**Clock nets**

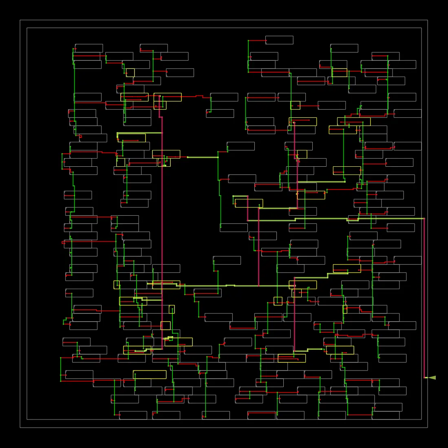
**Cells by drive strength**

Scale bar: 50 um.
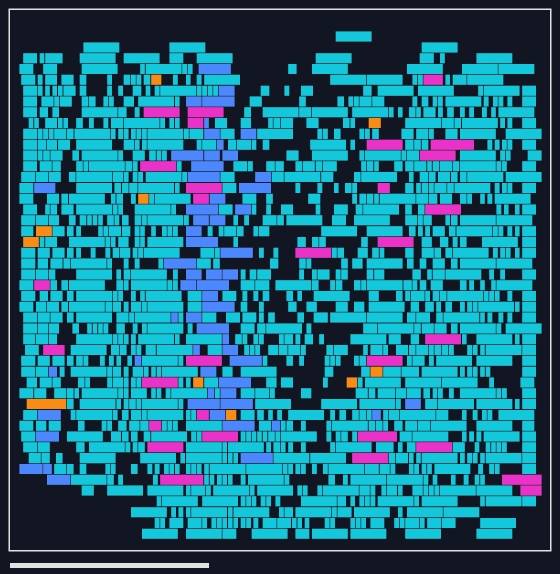
**Metal layers overlaid**

Scale bar: 50 um.
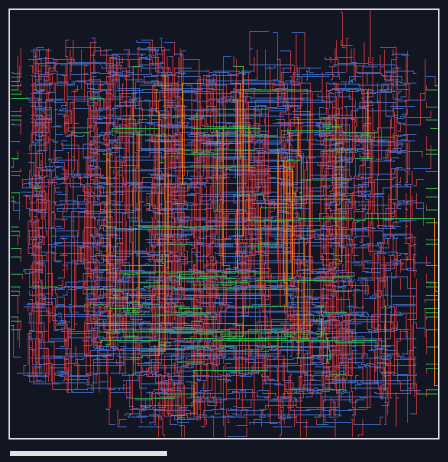
**I/O nets highlighted**

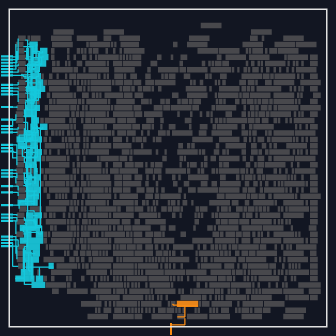
**Close-up of the layout**

Window x 53 to 83, y 53 to 83 um. Cells in grey, sequential cells in the stronger grey; small squares are vias.
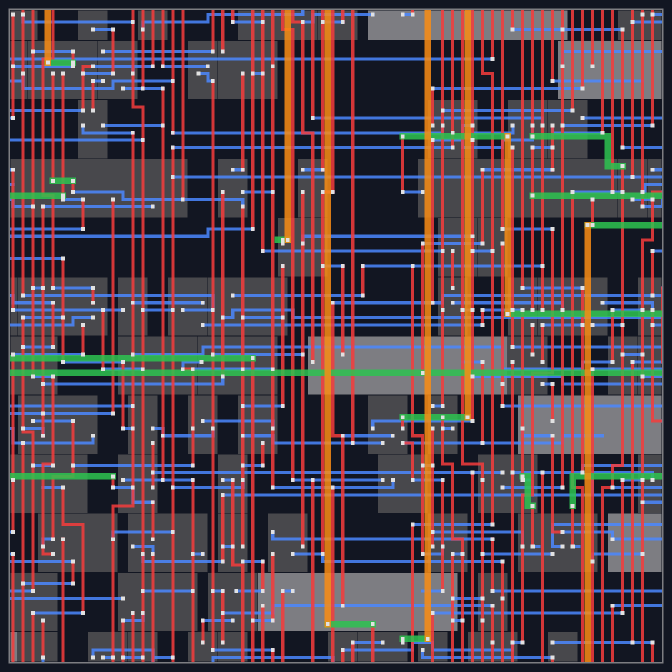
==> config.mk <==
export PLATFORM = sky130hd
export DESIGN_NAME = ipsxe_floating_point_fx2fl_axi_v2_0
export DESIGN_NICKNAME = d
export VERILOG_FILES = /design/src/rtl/ipsxe_floating_point_fx2fl_v2_0_pkg.sv /design/src/rtl/ipsxe_floating_point_lzc_v2_0.sv /design/src/rtl/ipsxe_floating_point_fx2fl_axi_v2_0.sv
export SDC_FILE = /design/constraint.sdc
export NUM_CORES = 1
export LEC_CHECK = 0
export CAP_MARGIN = 10
export CORE_MARGIN = 2
export CORE_UTILIZATION = 59
export DETAILED_ROUTE_END_ITERATION = 12
export GPL_TIMING_DRIVEN = 0
export HOLD_SLACK_MARGIN = 0.12
export PLACE_DENSITY = 0.91
export SLEW_MARGIN = 40
export SYNTH_ARGS = -nofsm -noshare
export SYNTH_HDL_FRONTEND = slang
export SYNTH_SLANG_ARGS = --single-unit
==> constraint.sdc <==
create_clock -name i_aclk -period 3.6 [get_ports i_aclk]
set_input_delay 0.9 -clock i_aclk [delete_from_list [all_inputs] [get_ports i_aclk]]
set_output_delay 0.9 -clock i_aclk [all_outputs]
set_load 0.02 [all_outputs]
==> flow_metrics.py <==
# Synthesis and PnR figures
metrics = {
    "die": {
        "die_x_um": 136,
        "fp_util_pct": 59.8,
    },
    "logic_synthesis": {
        "yosysWarnings": 0,
        "synthDistinctLibCells": 65,
        "syn_avg_cell_area_um2": 9.14,
        "ys_cells": 1123,
        "synth-seq-cells": 195,
    },
    "setup_path": {
        "cp_max_fo": 10,
        "critPathSlowestCell": "clkbuf_1",
    },
    "timing": {
        "hold_viol_final": 0,
        "fin_crit_ns": 3.42,
        "max_freq_mhz": 292,
        "finalMaxSlewViolations": 0,
    },
    "grt": {
        "grt_max_degree": 76,
        "grt_pass1_vias": 8834,
        "grt_pass1_wl_mm": 45.6,
        "overflow": 0,
    },
    "outcome": {
        "outcome": "finished clean",
    },
    "final_layout": {
        "design_area_um2": 12000,
    },
    "job": {
        "log.warning_count": 26,
    },
    "clock_network": {
        "clk_pin_slew_worst_paths_ns": 0.07,
    },
    "placed_design": {
        "dpl_cell_area_um2": 11400,
    },
    "route": {
        "viasPerCell": 6.08,
    },
}
## Picture notes: 'clock nets'
clk latency late pin: 0.44 ns
Num CTS Buffers: 17
clk sinks: 195

## Picture notes: 'cells by drive strength'
x2 -> blue  # cells 58
x1 and smaller -> cyan  # cells 1133
x3 and x4 -> orange  # cells 10
x6 and larger -> magenta  # cells 30
non-clock buffer total of the final layout: 141
Area growth, synth to finish: 16.5%
final setup margin: 0.177 ns

## Picture notes: 'metal layers overlaid'
M3 -> green  # wire length 1860 um
M1 -> blue  # wire length 10800 um
M2 -> red  # wire length 14100 um
M4 -> orange  # wire length 1330 um
DRT Wirelength: 28.0 mm
Via Count: 8853
Avg WL per Cell: 19.3 um
GRT Util Overall: 32.4%

## Picture notes: 'I/O nets highlighted'
i_axi4s_a_tdata -> cyan  # bits 32, direction input, edge left, end cells 77, buffers 34, wire 905 um
o_axi4s_result_tvalid -> orange  # bits 1, direction output, edge bottom, end cells 1, buffers 1, wire 28.3 um
IO Pins: 77
IO Port Bufs: 75

## Picture notes: 'close-up of the layout'
M4 -> orange
M2 -> red
M3 -> green
M1 -> blue
most frequent = nand2_1 (13), mux2i_1 (9), nor2_1 (7)
sequential cells in the window = 5
cells with their middle in the window = 69

[stage by stage]
| step | utilization (%) | hold slack, ns | power, mW |
|---|---|---|---|
| after CTS | 69.6 | 0.364 | 9.36 |
| final | 69.6 | 0.342 | 9.43 |
| after global placement | 65.8 | 0.444 | 7.28 |
| after detailed placement | 66.1 | 0.452 | 7.43 |
| after floorplan | - | 0.430 | 6.03 |
| after global routing | 69.6 | 0.376 | 9.97 |
[Yosys cell counts, types with 12 or more instances]
master,n,area (um^2)
mux2_2,23,259
inv_1,17,63.8
nor2_1,42,158
mux4_2,19,428
nand2_1,368,1380
mux2i_1,33,330
a21oi_1,24,120
nand3_1,15,75.1
o31ai_1,12,90.1
nor3_1,17,85.1
dfrtp_1,195,4880
xnor2_1,12,105
a22o_1,14,123
xor2_1,37,324
clkbuf_1,53,199
nor4_1,12,75.1
o21ai_0,89,445
[power by group]
group | internal, mW | switching [mW]
Combinational | 1.66 | 2.19
Clock | 1.05 | 0.874
Sequential | 2.95 | 0.708
Total | 5.66 | 3.77
[per-layer routing]
layer	wire length, um	GRT usage [%]	up-vias
li1	-	-	4116
met1	10800	38.5	4229
met2	14100	55.9	417
met3	1860	6.00	91
met4	1330	17.3	0
met5	0	0	-
[cell families after synthesis]
| group | share of synthesized area, % |
|---|---|
| AND/OR/NAND/NOR | 20.7 |
| AND-OR/OR-AND | 13.7 |
| flip-flops | 47.5 |
| buffers and inverters | 3.36 |
| multiplexers | 9.91 |
| XOR/XNOR | 4.18 |
| adder cells (fa/ha/maj) | 0.610 |
[cells in the final DEF (no fill, tap or decap), types with 5 or more instances in the layout]
master,count
o41ai_1,10
mux4_2,19
and3_1,9
nor2_1,42
clkdlybuf4s50_1,73
or4_1,5
inv_1,17
buf_1,5
a22o_1,14
o21ai_0,89
xnor2_1,12
o21ai_1,5
nand4_1,8
nand2_1,367
clkbuf_16,17
clkbuf_1,52
dfrtp_1,195
a21oi_1,24
mux2_2,23
o31ai_1,12
ha_1,5
xor2_1,37
a22oi_1,7
or3_1,5
nor3_1,17
mux2i_1,33
nand3_1,15
nor4_1,12
[final cells by class]
type                       instances  area, um^2  area share, %
sequential                       195        4880           40.8
buffer                            64         272           2.27
inverter                          19        76.3          0.639
timing repair buffer              77         810           6.77
clock inverter                    13         150           1.26
tap                              225         282           2.36
multi-input combinational        844        5040           42.2
clock buffer                      19         443           3.71
[what timing repair did]
action | in CTS | in global routing
gates resized | 4 | 2
endpoints found under the setup margin | 2 | 14
pin swaps | 0 | 1
Power and IR drop assume default switching activity.
